run_1/m1.png
(4 px per um) Supply wires on this layer in gray.
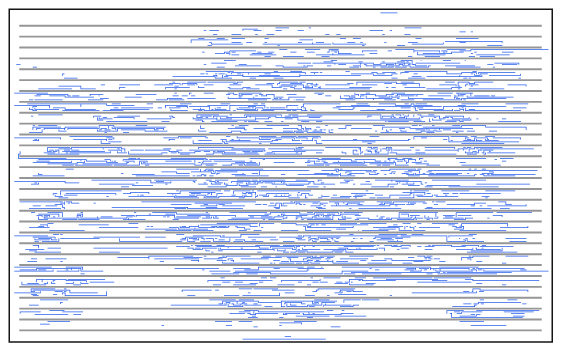
run_1/m2.png
(3 px per um)
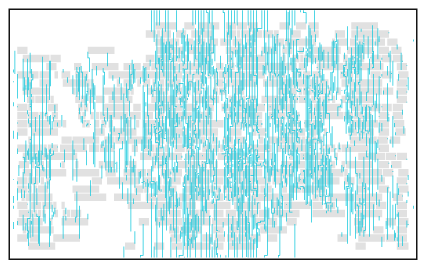
run_1/m3.png
(4 px per um)
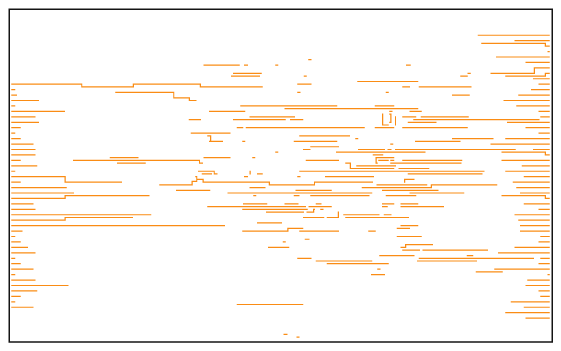
===== config.mk =====
export PLATFORM = sky130hd
export DESIGN_NAME = dm_lsu_flat
export DESIGN_NICKNAME = d
export VERILOG_FILES = /design/src/rtl/dm_lsu_pkg.sv /design/src/rtl/dm_lsu_if.sv /design/src/rtl/dm_lsu_lane.sv /design/src/rtl/dm_lsu.sv /design/src/flat_wrapper.sv
export SDC_FILE = /design/constraint.sdc
export NUM_CORES = 1
export LEC_CHECK = 0
export CAP_MARGIN = 20
export CORE_ASPECT_RATIO = 0.6
export CORE_MARGIN = 2
export CORE_UTILIZATION = 46
export CTS_CLUSTER_DIAMETER = 40
export DETAILED_ROUTE_END_ITERATION = 10
export PLACE_DENSITY = 0.92
export SLEW_MARGIN = 20
export SYNTH_ARGS = -nofsm -noshare
export SYNTH_HDL_FRONTEND = slang
export SYNTH_SLANG_ARGS = --single-unit

===== constraint.sdc =====
create_clock -name clk -period 6 [get_ports clk]
set_input_delay 1.2 -clock clk [delete_from_list [all_inputs] [get_ports clk]]
set_output_delay 1.2 -clock clk [all_outputs]
set_load 0.03 [all_outputs]

===== src/rtl/dm_lsu_pkg.sv =====
// Shared encodings for the data-memory load/store unit: access sizes, FSM states
// and a helper for the alignment check.
package dm_lsu_pkg;

  localparam int unsigned LSU_DW = 32;

  typedef logic [1:0] lsu_size_t;

  localparam lsu_size_t SZ_BYTE = 2'd0;
  localparam lsu_size_t SZ_HALF = 2'd1;
  localparam lsu_size_t SZ_WORD = 2'd2;
  localparam lsu_size_t SZ_ILL  = 2'd3;

  localparam logic [2:0] ST_IDLE  = 3'd0;
  localparam logic [2:0] ST_LOAD  = 3'd1;
  localparam logic [2:0] ST_RMW   = 3'd2;
  localparam logic [2:0] ST_WRITE = 3'd3;
  localparam logic [2:0] ST_RESP  = 3'd4;

  // Illegal size or a byte offset that is not a multiple of the access size.
  function automatic logic align_err(input lsu_size_t size, input logic [1:0] addr_lo);
    logic err;
    case (size)
      SZ_BYTE: err = 1'b0;
      SZ_HALF: err = addr_lo[0];
      SZ_WORD: err = |addr_lo;
      default: err = 1'b1;
    endcase
    return err;
  endfunction

endpackage


===== src/rtl/dm_lsu_if.sv =====
// Bus bundle for dm_lsu: CPU request/response handshake plus the data-memory port.
// master = CPU datapath, slave = load/store unit, mem = the memory itself.
interface dm_lsu_if #(
  parameter int unsigned ADDR_W = 10
);
  import dm_lsu_pkg::*;

  logic                 req_valid;
  logic                 req_ready;
  logic                 req_we;
  lsu_size_t            req_size;
  logic                 req_unsigned;
  logic [LSU_DW-1:0]    req_addr;
  logic [LSU_DW-1:0]    req_wdata;
  logic                 resp_valid;
  logic                 resp_ready;
  logic [LSU_DW-1:0]    resp_rdata;
  logic                 resp_err;
  logic [ADDR_W-1:0]    dm_addr;
  logic [LSU_DW-1:0]    dm_din;
  logic                 dm_we;
  logic [LSU_DW-1:0]    dm_dout;

  modport master (
    output req_valid, req_we, req_size, req_unsigned, req_addr, req_wdata, resp_ready,
    input  req_ready, resp_valid, resp_rdata, resp_err
  );

  modport slave (
    input  req_valid, req_we, req_size, req_unsigned, req_addr, req_wdata, resp_ready,
    output req_ready, resp_valid, resp_rdata, resp_err,
    output dm_addr, dm_din, dm_we,
    input  dm_dout
  );

  modport mem (
    input  dm_addr, dm_din, dm_we,
    output dm_dout
  );

endinterface


===== src/rtl/dm_lsu_lane.sv =====
// Combinational lane logic: little-endian byte/half select with sign/zero extension
// for loads, and merge of store data into the addressed lane for read-modify-write.
module dm_lsu_lane
  import dm_lsu_pkg::*;
(
  input  lsu_size_t   size,
  input  logic        is_unsigned,
  input  logic [1:0]  addr_lo,
  input  logic [31:0] rdata,
  input  logic [15:0] wdata,
  output logic [31:0] load_data,
  output logic [31:0] merge_data
);

  logic [7:0]  byte_sel;
  logic [15:0] half_sel;
  logic [4:0]  byte_ofs;

  always_comb begin
    byte_ofs = {addr_lo, 3'b000};
    byte_sel = rdata[byte_ofs +: 8];
    half_sel = addr_lo[1] ? rdata[31:16] : rdata[15:0];

    case (size)
      SZ_BYTE: load_data = {{24{~is_unsigned & byte_sel[7]}}, byte_sel};
      SZ_HALF: load_data = {{16{~is_unsigned & half_sel[15]}}, half_sel};
      default: load_data = rdata;
    endcase

    merge_data = rdata;
    case (size)
      SZ_BYTE: merge_data[byte_ofs +: 8] = wdata[7:0];
      SZ_HALF: begin
        if (addr_lo[1]) merge_data[31:16] = wdata;
        else            merge_data[15:0]  = wdata;
      end
      default: merge_data = rdata;
    endcase
  end

endmodule


===== src/rtl/dm_lsu.sv =====
// Load/store initiator for the word-addressed data memory; sub-word stores use
// read-modify-write. Define DM_LSU_RANGE_CHECK_EN to flag out-of-range addresses.
module dm_lsu
  import dm_lsu_pkg::*;
#(
  parameter int unsigned ADDR_W = 10,
  parameter int unsigned DATA_W = LSU_DW
) (
  input logic     clk,
  input logic     rst_n,
  dm_lsu_if.slave bus
);

  logic [2:0]        state_q, state_d;
  logic [ADDR_W+1:0] addr_q, addr_d;
  lsu_size_t         size_q, size_d;
  logic              uns_q, uns_d;
  logic [DATA_W-1:0] buf_q, buf_d;
  logic [DATA_W-1:0] rdata_q, rdata_d;
  logic              err_q, err_d;
  logic              req_err;
  logic [31:0]       load_data;
  logic [31:0]       merge_data;

  always_comb begin
    req_err = align_err(bus.req_size, bus.req_addr[1:0]);
`ifdef DM_LSU_RANGE_CHECK_EN
    req_err = req_err | (|bus.req_addr[31:ADDR_W+2]);
`endif
  end

  // buf_q holds raw store data until RMW replaces it with the merged word.
  dm_lsu_lane u_lane (
    .size        (size_q),
    .is_unsigned (uns_q),
    .addr_lo     (addr_q[1:0]),
    .rdata       (bus.dm_dout),
    .wdata       (buf_q[15:0]),
    .load_data   (load_data),
    .merge_data  (merge_data)
  );

  always_comb begin
    state_d = state_q;
    addr_d  = addr_q;
    size_d  = size_q;
    uns_d   = uns_q;
    buf_d   = buf_q;
    rdata_d = rdata_q;
    err_d   = err_q;
    case (state_q)
      ST_IDLE: begin
        if (bus.req_valid) begin
          addr_d  = bus.req_addr[ADDR_W+1:0];
          size_d  = bus.req_size;
          uns_d   = bus.req_unsigned;
          buf_d   = bus.req_wdata;
          rdata_d = '0;
          err_d   = req_err;
          if (req_err)                  state_d = ST_RESP;
          else if (!bus.req_we)         state_d = ST_LOAD;
          else if (bus.req_size == SZ_WORD) state_d = ST_WRITE;
          else                          state_d = ST_RMW;
        end
      end
      ST_LOAD: begin
        rdata_d = load_data;
        state_d = ST_RESP;
      end
      ST_RMW: begin
        buf_d   = merge_data;
        state_d = ST_WRITE;
      end
      ST_WRITE: state_d = ST_RESP;
      ST_RESP: begin
        if (bus.resp_ready) state_d = ST_IDLE;
      end
      default: state_d = ST_IDLE;
    endcase
  end

  always_ff @(posedge clk or negedge rst_n) begin
    if (!rst_n) begin
      state_q <= ST_IDLE;
      addr_q  <= '0;
      size_q  <= SZ_BYTE;
      uns_q   <= 1'b0;
      buf_q   <= '0;
      rdata_q <= '0;
      err_q   <= 1'b0;
    end else begin
      state_q <= state_d;
      addr_q  <= addr_d;
      size_q  <= size_d;
      uns_q   <= uns_d;
      buf_q   <= buf_d;
      rdata_q <= rdata_d;
      err_q   <= err_d;
    end
  end

  assign bus.req_ready  = (state_q == ST_IDLE);
  assign bus.resp_valid = (state_q == ST_RESP);
  assign bus.resp_rdata = rdata_q;
  assign bus.resp_err   = err_q;
  assign bus.dm_addr    = addr_q[ADDR_W+1:2];
  assign bus.dm_din     = buf_q;
  assign bus.dm_we      = (state_q == ST_WRITE);

endmodule


===== src/flat_wrapper.sv =====
// flat-port wrapper written by rule: the top's interface ports become plain ports
module dm_lsu_flat import dm_lsu_pkg::*;
#(
  parameter int unsigned ADDR_W = 10,
  parameter int unsigned DATA_W = LSU_DW
)
  (clk, rst_n, bus_req_valid, bus_req_we, bus_req_size, bus_req_unsigned, bus_req_addr, bus_req_wdata, bus_resp_ready, bus_req_ready, bus_resp_valid, bus_resp_rdata, bus_resp_err, bus_dm_addr, bus_dm_din, bus_dm_we, bus_dm_dout);
  dm_lsu_if #(.ADDR_W(ADDR_W)) bus_i ();
  input logic clk;
  input logic rst_n;
  input wire logic [$bits(bus_i.req_valid)-1:0] bus_req_valid;
  input wire logic [$bits(bus_i.req_we)-1:0] bus_req_we;
  input wire logic [$bits(bus_i.req_size)-1:0] bus_req_size;
  input wire logic [$bits(bus_i.req_unsigned)-1:0] bus_req_unsigned;
  input wire logic [$bits(bus_i.req_addr)-1:0] bus_req_addr;
  input wire logic [$bits(bus_i.req_wdata)-1:0] bus_req_wdata;
  input wire logic [$bits(bus_i.resp_ready)-1:0] bus_resp_ready;
  output wire logic [$bits(bus_i.req_ready)-1:0] bus_req_ready;
  output wire logic [$bits(bus_i.resp_valid)-1:0] bus_resp_valid;
  output wire logic [$bits(bus_i.resp_rdata)-1:0] bus_resp_rdata;
  output wire logic [$bits(bus_i.resp_err)-1:0] bus_resp_err;
  output wire logic [$bits(bus_i.dm_addr)-1:0] bus_dm_addr;
  output wire logic [$bits(bus_i.dm_din)-1:0] bus_dm_din;
  output wire logic [$bits(bus_i.dm_we)-1:0] bus_dm_we;
  input wire logic [$bits(bus_i.dm_dout)-1:0] bus_dm_dout;
  assign bus_i.req_valid = bus_req_valid;
  assign bus_i.req_we = bus_req_we;
  assign bus_i.req_size = bus_req_size;
  assign bus_i.req_unsigned = bus_req_unsigned;
  assign bus_i.req_addr = bus_req_addr;
  assign bus_i.req_wdata = bus_req_wdata;
  assign bus_i.resp_ready = bus_resp_ready;
  assign bus_req_ready = bus_i.req_ready;
  assign bus_resp_valid = bus_i.resp_valid;
  assign bus_resp_rdata = bus_i.resp_rdata;
  assign bus_resp_err = bus_i.resp_err;
  assign bus_dm_addr = bus_i.dm_addr;
  assign bus_dm_din = bus_i.dm_din;
  assign bus_dm_we = bus_i.dm_we;
  assign bus_i.dm_dout = bus_dm_dout;
  dm_lsu #(.ADDR_W(ADDR_W), .DATA_W(DATA_W)) u_core (.clk(clk), .rst_n(rst_n), .bus(bus_i));
endmodule

==> flow_metrics.tcl, run 1 <==
# yosys + openroad results
set metrics [dict create \
    status "finished, final reports clean" \
    synth.lib_cells_used.distinct 48 \
    first_pass_iters 6 \
    synth_stat.cells 509 \
    period_minus_slack_ns 3.43 \
    rsz0062_at_grt "no" \
    cts_inserted_buffers 9 \
    post-route-worst-setup-slack_ns 2.57 \
    fmax_mhz 292 \
    crit_end "bus_dm_we" \
    drv_slew 0 \
    netlist.top_cell.by_area "sky130_fd_sc_hd__dfrtp_1" \
    die_w_um 135 \
    p_int_uw 2080 \
    crit_arrival_ns 2.23 \
    cts_hold_buf 0 \
    flop_count 83 \
    clock_tree_from_tritoncts "built" \
    layout.area.seq_sq_um 2080 \
    hold_depth 2 \
    post_route_cells_drive_above_1_share_pct 8.33 \
    portBuffers 161 \
    power_sequential_uw 1100 \
    routed_via_density 6.28 \
    total_switching_power_uw 1790 \
    r2r_end "u_core.bus.dm_din[6]" \
    synth.yosys.seq_area_share_pct 43.6 \
    stage_log_warnings 50 \
    crit_path_max_incr_delay_ns 0.95 \
    clock_latency_at_the_later_pin_of_the_worst_skew_pair_ns 0.35 \
    critical_path.max_fanout 29 \
    finClkSkew_ns 0.0100 \
    grt_overflow 0 \
    enable_flop_cells 0 \
    worstSetupPathDepth 3 \
    dp.cells 756 \
    finalHoldViolations 0 \
    largest_net_degree_at_the_start_of_global_routing 84 \
    final.period_utilization_pct 57.1 \
    num-fill-cells 764 \
    ys_async_sr_fraction_pct 100 \
    area.growth.synth_to_final_pct 39.7 \
    non_clock_buffer_area_share_pct 24.9 \
    maxSlewHeadroom_pct 28.0 \
    mi_logic_area_sq_um 2350 \
    crit_slowest_cell "sky130_fd_sc_hd__dfrtp_1" \
    share_clk_of_total_power_pct 15.4 \
    layout.non_clock_buffers 166 \
    powerDensity_nw_per_um2 581 \
    ant_nets 0 \
    layer_carrying_the_most_global_route_usage "met2" \
    synth_flop_count 83 \
    first_global_vias 4718 \
    antenna_found_initial 0 \
    clock_cell_area_share_pct 4.74 \
    synthesis.area_per_instance_sq_um 9.36 \
    cp.required_ns 4.80 \
    finalPower_uw 3870 \
    number_of_buffers_added_for_setup_after_cts 0 \
    tritoncts_sink_count 83 \
    cts_root_buffer "sky130_fd_sc_hd__clkbuf_16" \
    worst_slew_pin_slew_ns 1.08 \
    comb_share_pct 35.3 \
    netlist.top_cell.by_instances "sky130_fd_sc_hd__dfrtp_1" \
    ys_chip_area_sq_um 4760 \
    fin_cells 771 \
    p_seq_share_pct 28.5 \
    synthAdderAreaFrac_pct 1.31 \
    most-common-layout-cells "sky130_fd_sc_hd__clkdlybuf4s50_1, sky130_fd_sc_hd__dfrtp_1, sky130_fd_sc_hd__nand2_1" \
]
-- m1.png (at the start) --
wire length on this layer = 6,510 um
longest straight run = 30.8 um
share of all routed wire = 41%

-- m2.png (at the start) --
share of all routed wire = 43%
nets with wire on the layer = 627
main direction = vertical
wire length on this layer = 6,910 um
longest straight run = 42.8 um
met2 Use GR: 43.5%
total via count after detailed routing: 4,845
total length of routed wires: 15,900 um

-- m3.png (at the start) --
longest straight run = 53.1 um
main direction = horizontal
met3 usage: 8.42%

run_1/m4.png
(4 px per um) Supply wires on this layer in gray.
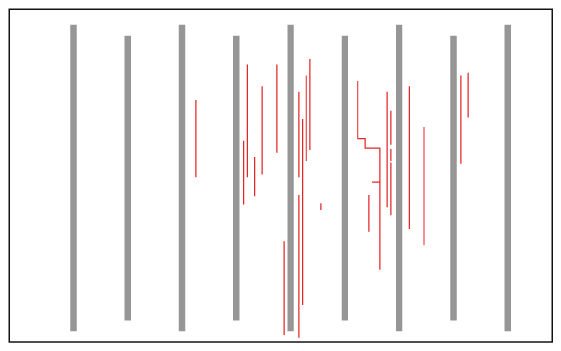

==> run 1 -> run 2 <==
--- a/config.mk
+++ b/config.mk
@@ -8,10 +8,10 @@
 export CAP_MARGIN = 20
 export CORE_ASPECT_RATIO = 0.6
 export CORE_MARGIN = 2
-export CORE_UTILIZATION = 46
+export CORE_UTILIZATION = 45
 export CTS_CLUSTER_DIAMETER = 40
 export DETAILED_ROUTE_END_ITERATION = 10
-export PLACE_DENSITY = 0.92
+export PLACE_DENSITY = 0.91
 export SLEW_MARGIN = 20
 export SYNTH_ARGS = -nofsm -noshare
 export SYNTH_HDL_FRONTEND = slang
==> constraint.sdc (replaced) <==
create_clock -name clk -period 3.28 [get_ports clk]
set_input_delay 0.656 -clock clk [delete_from_list [all_inputs] [get_ports clk]]
set_output_delay 0.656 -clock clk [all_outputs]
set_load 0.03 [all_outputs]
run_2/m4.png
(4 px per um) Supply wires on this layer in gray.
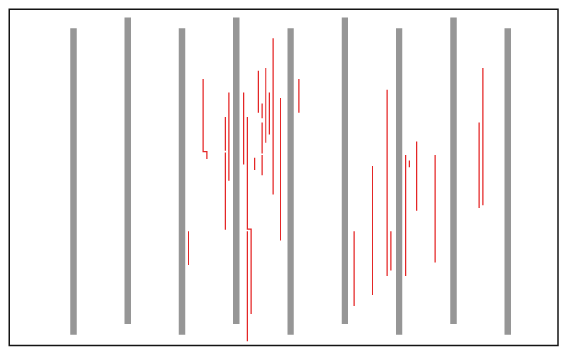
longest straight run = 46.2 um
main direction = vertical
share of all routed wire = 3.3%
wire length on this layer = 548 um
nets with wire on the layer = 26
total via count after detailed routing: 4,837
total length of routed wires: 16,500 um

==> run 2 against run 1 <==
Power rose by 87%. Design area increased by 0.96%. Hold slack worse by 0.12 ns. Largest cell class unchanged.
==> flow_metrics.tcl, run 2 <==
# yosys + openroad results
set metrics [dict create \
    status "finished, final reports clean" \
    netlist.top_cell.by_area "sky130_fd_sc_hd__dfrtp_1" \
    timing.reg2reg.worst_path_depth 3 \
    grt.met2_usage_pct 43.0 \
    antenna_found_initial 0 \
    power_sequential_uw 1970 \
    largestPowerGroup "combinational logic" \
    final.period_utilization_pct 87.2 \
    grt_overflow 0 \
    portBuffers 161 \
    synth.cellmix.xorXnorShare_pct 0 \
    rsz0062_at_grt "no" \
    critPathLaunchType "register" \
    clock_latency_at_the_later_pin_of_the_worst_skew_pair_ns 0.35 \
    num-fill-cells 824 \
    layout.non_clock_buffers 171 \
    ys_chip_area_sq_um 4760 \
    synth_top_flop_cell "sky130_fd_sc_hd__dfrtp_1" \
    diodes 0 \
    ant_nets 0 \
    cts_root_buffer "sky130_fd_sc_hd__clkbuf_16" \
    worstSetupPathDepth 2 \
    clock_cell_area_share_pct 5.03 \
    drv_slew 0 \
    highest_layer "met4" \
    first_pass_iters 6 \
    p_int_uw 3900 \
    area.share.sequential_pct 30.9 \
    syn_inst 509 \
    share_clk_of_total_power_pct 16.4 \
    tritoncts_sink_count 83 \
    top_logic_kind "AND-OR/OR-AND gates" \
    synth.yosys.seq_area_share_pct 43.6 \
    powerDensity_nw_per_um2 1080 \
    number_of_buffers_added_for_setup_after_cts 0 \
    netlist.top_cell.by_instances "sky130_fd_sc_hd__dfrtp_1" \
    wl_met1_um 6680 \
    enable_flop_cells 0 \
    layer_carrying_the_most_global_route_usage "met2" \
    finClkSkew_ns 0.00772 \
    total_combinational_power_uw 4070 \
    fmax_mhz 350 \
    tap-cell-count 139 \
    initialDrtViolationCount 670 \
    mi_logic_area_sq_um 2350 \
    groute.layer.met1.usage_pct 40.1 \
    setup.worst_path.class "reg2out" \
    synthesis.area_per_instance_sq_um 9.36 \
    timing.reg2reg.setup_slack_ns 0.78 \
    post-route-drc-count 0 \
    synth.lib_cells_used.distinct 48 \
    crit_arrival_ns 2.20 \
    p_seq_share_pct 27.2 \
    fp.dieArea_sq_um 11400 \
    crit_end "bus_req_ready" \
    total_switching_power_uw 3320 \
    synthAdderAreaFrac_pct 1.31 \
    grt_use_met3_pct 9.53 \
    n_clock_buffer 9 \
    synth_compound_gate_area_share_pct 26.4 \
    core-area_sq_um 10500 \
    routed_via_density 6.20 \
    max_cap_viol_count 0 \
    post-route-worst-setup-slack_ns 0.421 \
    largest_net_degree_at_the_start_of_global_routing 84 \
    first_global_vias 4663 \
    cts_hold_buf 0 \
    flop_count 83 \
    path_clk_slew_ns 0.06 \
    cts-htree-levels 3 \
    timing.critical_path.from "u_core.state_q[1]" \
    die_w_um 137 \
    fin_cells 780 \
    synthMuxAreaShare_pct 6.59 \
    design_area_sq_um 6720 \
    timing.critical_path.buf_inv 1 \
    cts_inserted_buffers 9 \
    grt_pass1_wl_um 25400 \
    finalPower_uw 7220 \
    ys_async_sr_fraction_pct 100 \
    initial_utilization_pct 45.6 \
    clock_tree_from_tritoncts "built" \
    post_route_cells_drive_above_1_share_pct 8.74 \
    routed-wl-met3_um 2050 \
    crit_path_max_incr_delay_ns 0.76 \
    rows 29 \
    gp_congestion 0.882 \
    layout.area.seq_sq_um 2080 \
    period_minus_slack_ns 2.86 \
    dp.cells 765 \
    dpl.hpwl_um 11600 \
    stage_log_warnings 50 \
    fin_nets 746 \
    critPathTopFamily "buffers and inverters" \
    boundaryPins 182 \
    worst_slew_pin_slew_ns 0.886 \
    r2r_start "u_core.state_q[1]" \
    non_clock_buffer_area_share_pct 25.1 \
    comb_share_pct 35.0 \
    synth_flop_count 83 \
    crit_slowest_cell "sky130_fd_sc_hd__clkdlybuf4s50_1" \
    nonClockInverterCount 23 \
    cp.required_ns 2.62 \
    synth_stat.cells 509 \
    syn_area_sq_um 4760 \
    critical_path.max_fanout 29 \
    final_setup_tns_ns 0 \
    ys_sh_simple_pct 14.7 \
    finalHoldViolations 0 \
    yosysWarningCount 0 \
    cts_max_path_buffers 2 \
    r2r_end "u_core.bus.resp_rdata[16]" \
    synth_top_area_share_pct 43.6 \
    most-common-layout-cells "sky130_fd_sc_hd__clkdlybuf4s50_1, sky130_fd_sc_hd__dfrtp_1, sky130_fd_sc_hd__nand2_1" \
    area.growth.synth_to_final_pct 41.0 \
    maxSlewHeadroom_pct 40.9 \
]
run_2/m3.png
(4 px per um)
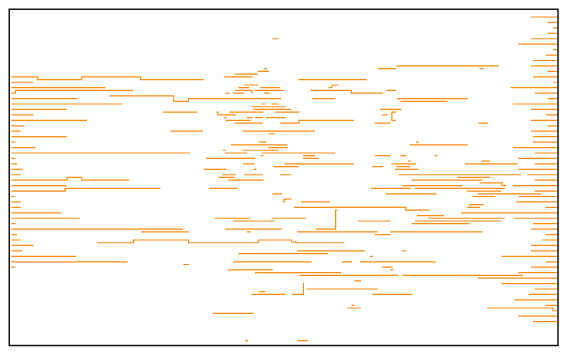

==> run 2 -> run 3 <==
--- a/config.mk
+++ b/config.mk
@@ -8,11 +8,10 @@
 export CAP_MARGIN = 20
 export CORE_ASPECT_RATIO = 0.6
 export CORE_MARGIN = 2
-export CORE_UTILIZATION = 45
+export CORE_UTILIZATION = 28
 export CTS_CLUSTER_DIAMETER = 40
 export DETAILED_ROUTE_END_ITERATION = 10
-export PLACE_DENSITY = 0.91
-export SLEW_MARGIN = 20
+export PLACE_DENSITY = 0.64
 export SYNTH_ARGS = -nofsm -noshare
 export SYNTH_HDL_FRONTEND = slang
 export SYNTH_SLANG_ARGS = --single-unit
run_3/m3.png
(3 px per um)
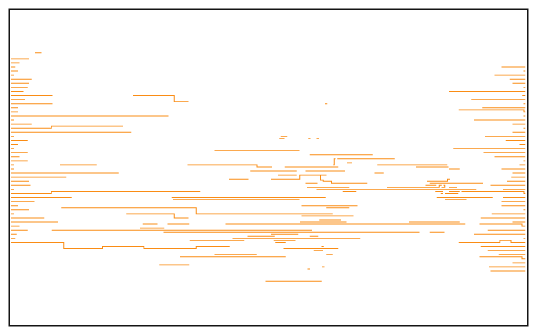
wire length on this layer = 2,160 um
longest straight run = 86.5 um
main direction = horizontal
share of all routed wire = 12%
total via count after detailed routing: 4,784
met3 usage: 7.92%

==> run 3 against run 2 <==
Design area rose by 1.6%. Fmax rose by 7.8%. Clock-buffer cell count unchanged. Power down 1.5%. Largest cell class unchanged.
==> flow_metrics.tcl, run 3 <==
# yosys + openroad results
set metrics [dict create \
    first_pass_iters 5 \
    ys_sh_simple_pct 14.7 \
    grt_overflow 0 \
    n_clock_buffer 9 \
    area.share.sequential_pct 30.4 \
    cts_max_path_buffers 2 \
    syn_area_sq_um 4760 \
    timing.reg2reg.worst_path_depth 6 \
    tritoncts_sink_count 83 \
    clock_tree_from_tritoncts "built" \
    highest_layer "met4" \
    cts-htree-levels 3 \
    synth_compound_gate_area_share_pct 26.4 \
    diodes 1 \
    ys_async_sr_fraction_pct 100 \
    synth.lib_cells_used.distinct 48 \
    p_int_uw 3760 \
    initial_utilization_pct 29.0 \
    syn_inst 509 \
    final.period_utilization_pct 80.8 \
    finClkSkew_ns 0.00677 \
    design_area_sq_um 6820 \
    area.growth.synth_to_final_pct 43.3 \
    total_length_of_routed_wires_um 18700 \
    boundaryPins 182 \
    power_sequential_uw 2020 \
    synthMuxAreaShare_pct 6.59 \
    nonClockInverterCount 23 \
    rows 36 \
    total_combinational_power_uw 4040 \
    cp.required_ns 3.48 \
    finalPower_uw 7110 \
    final_setup_tns_ns 0 \
    drv_slew 0 \
    crit_slowest_cell "sky130_fd_sc_hd__a221oi_1" \
    portBuffers 161 \
    fp.dieArea_sq_um 18100 \
    fmax_mhz 377 \
    layout.non_clock_buffers 177 \
    largest_net_degree_at_the_start_of_global_routing 57 \
    synth.yosys.seq_area_share_pct 43.6 \
    wl_met1_um 8640 \
    post_route_cells_drive_above_1_share_pct 9.57 \
    fin_cells 877 \
    dpl.hpwl_um 14000 \
    netlist.top_cell.by_instances "sky130_fd_sc_hd__dfrtp_1" \
    synth_top_flop_cell "sky130_fd_sc_hd__dfrtp_1" \
    crit_arrival_ns 2.85 \
    r2r_start "u_core.addr_q[0]" \
    non_clock_buffer_area_share_pct 25.3 \
    routed-wl-met3_um 2160 \
    grt_pass1_wl_um 27600 \
    comb_share_pct 34.3 \
    synth.cellmix.xorXnorShare_pct 0 \
    worstSetupPathDepth 6 \
    r2r_end "u_core.bus.dm_din[30]" \
    ys_chip_area_sq_um 4760 \
    status "finished, final reports clean" \
    post-route-worst-setup-slack_ns 0.628 \
    worst_slew_pin_slew_ns 0.872 \
    maxSlewHeadroom_pct 41.8 \
    p_seq_share_pct 28.5 \
    layout.area.seq_sq_um 2080 \
    share_clk_of_total_power_pct 14.7 \
]

==> layout pictures side by side <==
Cell placement.
(a)
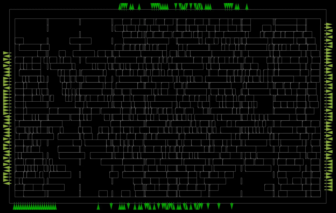
(b)
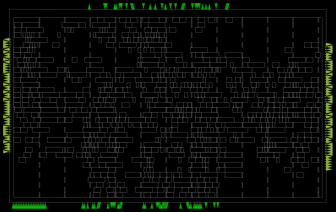
Run 3 is (b).
Run 1 is (a).
The one with the highest utilization is (a).

Power and IR drop assume default switching activity.
